$ cat config.mk
export PLATFORM = sky130hd
export DESIGN_NAME = serializador_flat
export DESIGN_NICKNAME = d
export VERILOG_FILES = /design/src/rtl/serial_link_pkg.sv /design/src/rtl/serializador_if.sv /design/src/rtl/serializador_fifo.sv /design/src/rtl/serializador.sv /design/src/flat_wrapper.sv
export SDC_FILE = /design/constraint.sdc
export NUM_CORES = 1
export LEC_CHECK = 0
export ABC_CLOCK_PERIOD_IN_PS = 2700
export CAP_MARGIN = 5
export CORE_UTILIZATION = 45
export CTS_CLUSTER_DIAMETER = 120
export DETAILED_ROUTE_END_ITERATION = 8
export PLACE_DENSITY = 0.6
export SLEW_MARGIN = 20
export SYNTH_ARGS = -nofsm -noshare
export SYNTH_HDL_FRONTEND = slang
export SYNTH_SLANG_ARGS = --single-unit
$ cat constraint.sdc
create_clock -name clk_100KHz -period 2.7 [get_ports clk_100KHz]
set_input_delay 0.81 -clock clk_100KHz [delete_from_list [all_inputs] [get_ports clk_100KHz]]
set_output_delay 0.81 -clock clk_100KHz [all_outputs]
set_load 0.02 [all_outputs]
$ cat src/rtl/serial_link_pkg.sv
// Shared types and widths for the serial byte link (serializer and deserializer).
package serial_link_pkg;

   localparam int unsigned SERIAL_BYTE_W = 8;

   typedef enum logic [1:0] {IDLE, SHIFT, GAP, WAIT_RX} tx_state_t;

endpackage

$ cat src/rtl/serializador_if.sv
// Core/receiver-facing signal bundle of the serializer; clock and reset stay plain ports.
interface serializador_if #(
   parameter int unsigned DATA_WIDTH = serial_link_pkg::SERIAL_BYTE_W
);
   logic [DATA_WIDTH-1:0] data_in;
   logic                  write_in;
   logic                  status_out;
   logic                  status_in;
   logic                  data_out;
   logic                  write_out;
   logic                  idle_out;

   modport master (
      output data_in, write_in, status_in,
      input  status_out, data_out, write_out, idle_out
   );

   modport slave (
      input  data_in, write_in, status_in,
      output status_out, data_out, write_out, idle_out
   );
endinterface

$ cat src/rtl/serializador_fifo.sv
// Byte FIFO in front of the serializer; pushes at full are dropped without touching contents.
module serializador_fifo #(
   parameter int unsigned DATA_WIDTH = 8,
   parameter int unsigned DEPTH      = 4
)(
   input  logic                     clk_100KHz,
   input  logic                     reset,
   input  logic                     push,
   input  logic                     pop,
   input  logic [DATA_WIDTH-1:0]    din,
   output logic [DATA_WIDTH-1:0]    dout,
   output logic                     empty,
   output logic [$clog2(DEPTH):0]   count
);
   localparam int unsigned AW = $clog2(DEPTH);
   localparam int unsigned CW = AW + 1;

   logic [DATA_WIDTH-1:0] mem [DEPTH];
   logic [AW-1:0]         wr_ptr;
   logic [AW-1:0]         rd_ptr;
   logic                  full;
   logic                  do_push;
   logic                  do_pop;

   assign full    = (count == CW'(DEPTH));
   assign empty   = (count == '0);
   assign do_push = push && !full;
   assign do_pop  = pop && !empty;
   assign dout    = mem[rd_ptr];

   // Pointers wrap for free because DEPTH is a power of two.
   always_ff @(posedge clk_100KHz or negedge reset) begin
      if (!reset) begin
         wr_ptr <= '0;
         rd_ptr <= '0;
         count  <= '0;
      end else begin
         if (do_push) wr_ptr <= wr_ptr + 1'b1;
         if (do_pop)  rd_ptr <= rd_ptr + 1'b1;
         case ({do_push, do_pop})
            2'b10:   count <= count + 1'b1;
            2'b01:   count <= count - 1'b1;
            default: count <= count;
         endcase
      end
   end

   always_ff @(posedge clk_100KHz) begin
      if (do_push) mem[wr_ptr] <= din;
   end
endmodule

$ cat src/rtl/serializador.sv
// Transmit end of the serial byte link: buffers bytes and shifts them out MSB-first,
// pacing each new byte on the receiver busy flag.
module serializador
   import serial_link_pkg::*;
#(
   parameter int unsigned DATA_WIDTH = SERIAL_BYTE_W,
   parameter int unsigned FIFO_DEPTH = 4,
   parameter int unsigned GAP_CYCLES = 3
)(
   input  logic          clk_100KHz,
   input  logic          reset,
   serializador_if.slave bus
);
   localparam int unsigned BW = $clog2(DATA_WIDTH + 1);
   localparam int unsigned GW = $clog2(GAP_CYCLES + 1);
   localparam int unsigned CW = $clog2(FIFO_DEPTH) + 1;
   localparam logic [BW-1:0] LAST_BIT = BW'(DATA_WIDTH);
   localparam logic [GW-1:0] GAP_LAST = GW'(GAP_CYCLES - 1);

   tx_state_t             state;
   logic [DATA_WIDTH-1:0] shreg;
   logic [DATA_WIDTH-1:0] head;
   logic [BW-1:0]         bitcnt;
   logic [GW-1:0]         gapcnt;
   logic [CW-1:0]         fifo_count;
   logic                  fifo_empty;
   logic                  pop;
   logic                  data_out_r;
   logic                  write_out_r;

   serializador_fifo #(
      .DATA_WIDTH (DATA_WIDTH),
      .DEPTH      (FIFO_DEPTH)
   ) u_fifo (
      .clk_100KHz (clk_100KHz),
      .reset      (reset),
      .push       (bus.write_in),
      .pop        (pop),
      .din        (bus.data_in),
      .dout       (head),
      .empty      (fifo_empty),
      .count      (fifo_count)
   );

   assign pop            = (state == IDLE) && !fifo_empty && !bus.status_in;
   assign bus.data_out   = data_out_r;
   assign bus.write_out  = write_out_r;
   assign bus.status_out = (fifo_count == CW'(FIFO_DEPTH));
   assign bus.idle_out   = (state == IDLE) && fifo_empty;

   always_ff @(posedge clk_100KHz or negedge reset) begin
      if (!reset) begin
         state       <= IDLE;
         shreg       <= '0;
         bitcnt      <= '0;
         gapcnt      <= '0;
         data_out_r  <= 1'b0;
         write_out_r <= 1'b0;
      end else begin
         case (state)
            IDLE: begin
               if (pop) begin
                  // MSB goes out now; shreg keeps the remaining bits left-aligned.
                  data_out_r  <= head[DATA_WIDTH-1];
                  shreg       <= {head[DATA_WIDTH-2:0], 1'b0};
                  write_out_r <= 1'b1;
                  bitcnt      <= BW'(1);
                  state       <= SHIFT;
               end else begin
                  data_out_r  <= 1'b0;
                  write_out_r <= 1'b0;
               end
            end
            SHIFT: begin
               if (bitcnt == LAST_BIT) begin
                  data_out_r  <= 1'b0;
                  write_out_r <= 1'b0;
                  gapcnt      <= '0;
                  state       <= GAP;
               end else begin
                  data_out_r  <= shreg[DATA_WIDTH-1];
                  shreg       <= {shreg[DATA_WIDTH-2:0], 1'b0};
                  write_out_r <= 1'b1;
                  bitcnt      <= bitcnt + 1'b1;
               end
            end
            GAP: begin
               gapcnt <= gapcnt + 1'b1;
               if (gapcnt == GAP_LAST) state <= WAIT_RX;
            end
            WAIT_RX: begin
               if (!bus.status_in) state <= IDLE;
            end
            default: state <= IDLE;
         endcase
      end
   end
endmodule

$ cat src/flat_wrapper.sv
// flat-port wrapper written by rule: the top's interface ports become plain ports
module serializador_flat import serial_link_pkg::*;
#(
   parameter int unsigned DATA_WIDTH = SERIAL_BYTE_W,
   parameter int unsigned FIFO_DEPTH = 4,
   parameter int unsigned GAP_CYCLES = 3
)
  (clk_100KHz, reset, bus_data_in, bus_write_in, bus_status_in, bus_status_out, bus_data_out, bus_write_out, bus_idle_out);
  serializador_if #(.DATA_WIDTH(DATA_WIDTH)) bus_i ();
  input  logic clk_100KHz;
  input  logic reset;
  input wire logic [$bits(bus_i.data_in)-1:0] bus_data_in;
  input wire logic [$bits(bus_i.write_in)-1:0] bus_write_in;
  input wire logic [$bits(bus_i.status_in)-1:0] bus_status_in;
  output wire logic [$bits(bus_i.status_out)-1:0] bus_status_out;
  output wire logic [$bits(bus_i.data_out)-1:0] bus_data_out;
  output wire logic [$bits(bus_i.write_out)-1:0] bus_write_out;
  output wire logic [$bits(bus_i.idle_out)-1:0] bus_idle_out;
  assign bus_i.data_in = bus_data_in;
  assign bus_i.write_in = bus_write_in;
  assign bus_i.status_in = bus_status_in;
  assign bus_status_out = bus_i.status_out;
  assign bus_data_out = bus_i.data_out;
  assign bus_write_out = bus_i.write_out;
  assign bus_idle_out = bus_i.idle_out;
  serializador #(.DATA_WIDTH(DATA_WIDTH), .FIFO_DEPTH(FIFO_DEPTH), .GAP_CYCLES(GAP_CYCLES)) u_core (.clk_100KHz(clk_100KHz), .reset(reset), .bus(bus_i));
endmodule
Figure 1. Signal wires on met1.
Supply wires on this layer in grey.
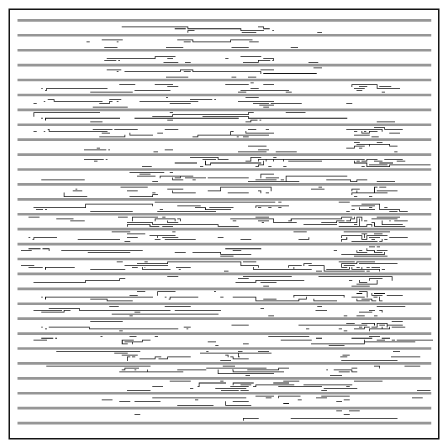
The longest straight run is 21.8 um. The wires run mostly horizontal. The layer carries 1,980 um of wire.
overall routed net length: 4.59 mm
routed via count: 1,545
met1 Use GR: 18.8%

Figure 2. Signal wires on met2.
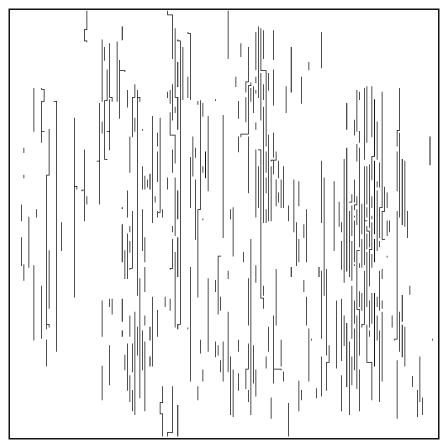
The layer holds 52% of the routed length. 207 nets have wire on it.
Global Route met2 Usage: 29.8%

Figure 3. Metal 3.
Bar = 20 um. Cells faint in the background.
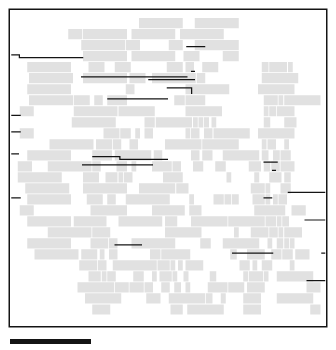
16 nets have wire on it. The longest straight run is 26.0 um. The wires run mostly horizontal. The layer carries 168 um of wire. The layer holds 3.7% of the routed length.
met3 track demand over resource in global routing: 4.30%

Figure 4. Selected gate families.
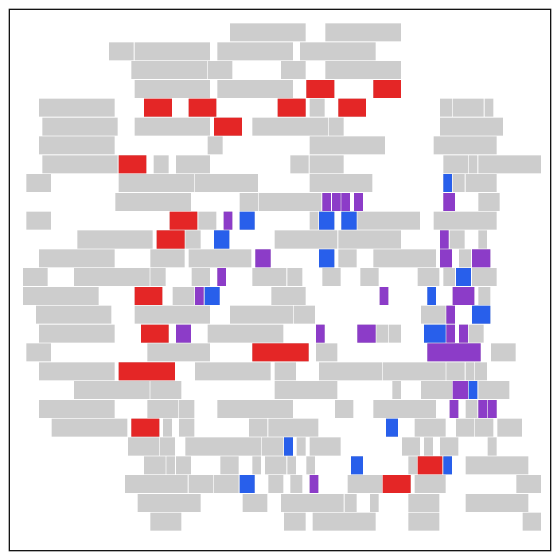
Key: blue = NOR gates [cells 17]; purple = NAND gates [cells 26]; red = multiplexers [cells 17]
fraction of area in multi-input gates: 31.7%
highest-count logic cell in the final layout: sky130_fd_sc_hd__edfxtp_1
Non-Filler Instances: 292

==> reports/README.md <==
| Parameter | This run | Unit |
| --- | --- | --- |
| Status | complete, no violations | - |
| Share of the final layout cell area in sequential cells | 52.7 | % |
| Largest register by flop count | u_core.u_fifo.mem | - |
| Antenna violations before repair | 0 | - |
| Metal-1 WL | 1.98 | mm |
| Number of top-level pins | 16 | - |
| Clock buffer count | 5 | - |
| Yosys Warn Count | 0 | - |
| Worst-path maximum fanout | 4 | - |
| Sequential Area | 1560 | sq um |
| Worst R2R Setup Slack | 0.29 | ns |
| Post-synthesis cell area | 2600 | sq um |
| R2R cell count | 11 | - |
| Reg-to-Reg End | u_core.u_fifo.count[2] | - |
| Worst setup EP type | output pin | - |
| Number of buffers inserted during clock tree synthesis | 5 | - |
| Post-route fraction of the period consumed by the critical path | 94.0 | % |
| Critical path type | flip-flop to output pin | - |
| Height of the die | 78.1 | um |
| Wirelength per Cell | 15.7 | um |
| Number of placed instances, taps included | 284 | - |
| Count of mapped cells out of synthesis | 195 | - |
| Final hold viol count | 0 | - |
| Buffers excl. clock | 23 | - |
| Data buffer area share | 6.93 | % |
## report_power, final
| part | total [uW] | internal (uW) | leakage, uW | switching, uW |
|---|---|---|---|---|
| registers | 1420 | 1200 | 0.000586 | 219 |
| logic | 1320 | 621 | 0.000543 | 698 |
| clock network | 541 | 275 | 0.0000558 | 265 |
| total | 3280 | 2090 | 0.00119 | 1180 |
## cell usage in the layout, fill, tap and decap left out, types with 2 or more instances in the layout
cell type	count
sky130_fd_sc_hd__a21oi_1	3
sky130_fd_sc_hd__and2_1	5
sky130_fd_sc_hd__buf_4	8
sky130_fd_sc_hd__clkbuf_8	5
sky130_fd_sc_hd__clkdlybuf4s50_1	14
sky130_fd_sc_hd__dfrtp_1	24
sky130_fd_sc_hd__edfxtp_1	32
sky130_fd_sc_hd__ha_1	13
sky130_fd_sc_hd__inv_1	15
sky130_fd_sc_hd__mux2_2	14
sky130_fd_sc_hd__mux4_2	2
sky130_fd_sc_hd__nand2_1	17
sky130_fd_sc_hd__nand2b_1	2
sky130_fd_sc_hd__nand3_1	2
sky130_fd_sc_hd__nand3b_1	2
sky130_fd_sc_hd__nor2_1	5
sky130_fd_sc_hd__nor2b_1	7
sky130_fd_sc_hd__nor3_1	2
sky130_fd_sc_hd__o21ai_0	7
sky130_fd_sc_hd__o22ai_1	6
sky130_fd_sc_hd__o31ai_1	6
sky130_fd_sc_hd__or2_2	2
sky130_fd_sc_hd__xnor2_1	3
sky130_fd_sc_hd__xor2_1	3
## cell usage after synthesis, drive strengths merged, types with 2 or more instances
master and number:
o21ai 8, xor2 3, mux4 2, inv 15
nand4 2, nand2b 2, a21oi 3, nor2b 7
buf 5, nand3 2, nand2 17, nor2 5
and2 5, o22ai 6, ha 13, nand3b 2
edfxtp 32, or2 2, o31ai 6, mux2 14
nor3 2, xnor2 3, dfrtp 24
Power figures rest on the tool's default switching activity, not on a simulated workload.
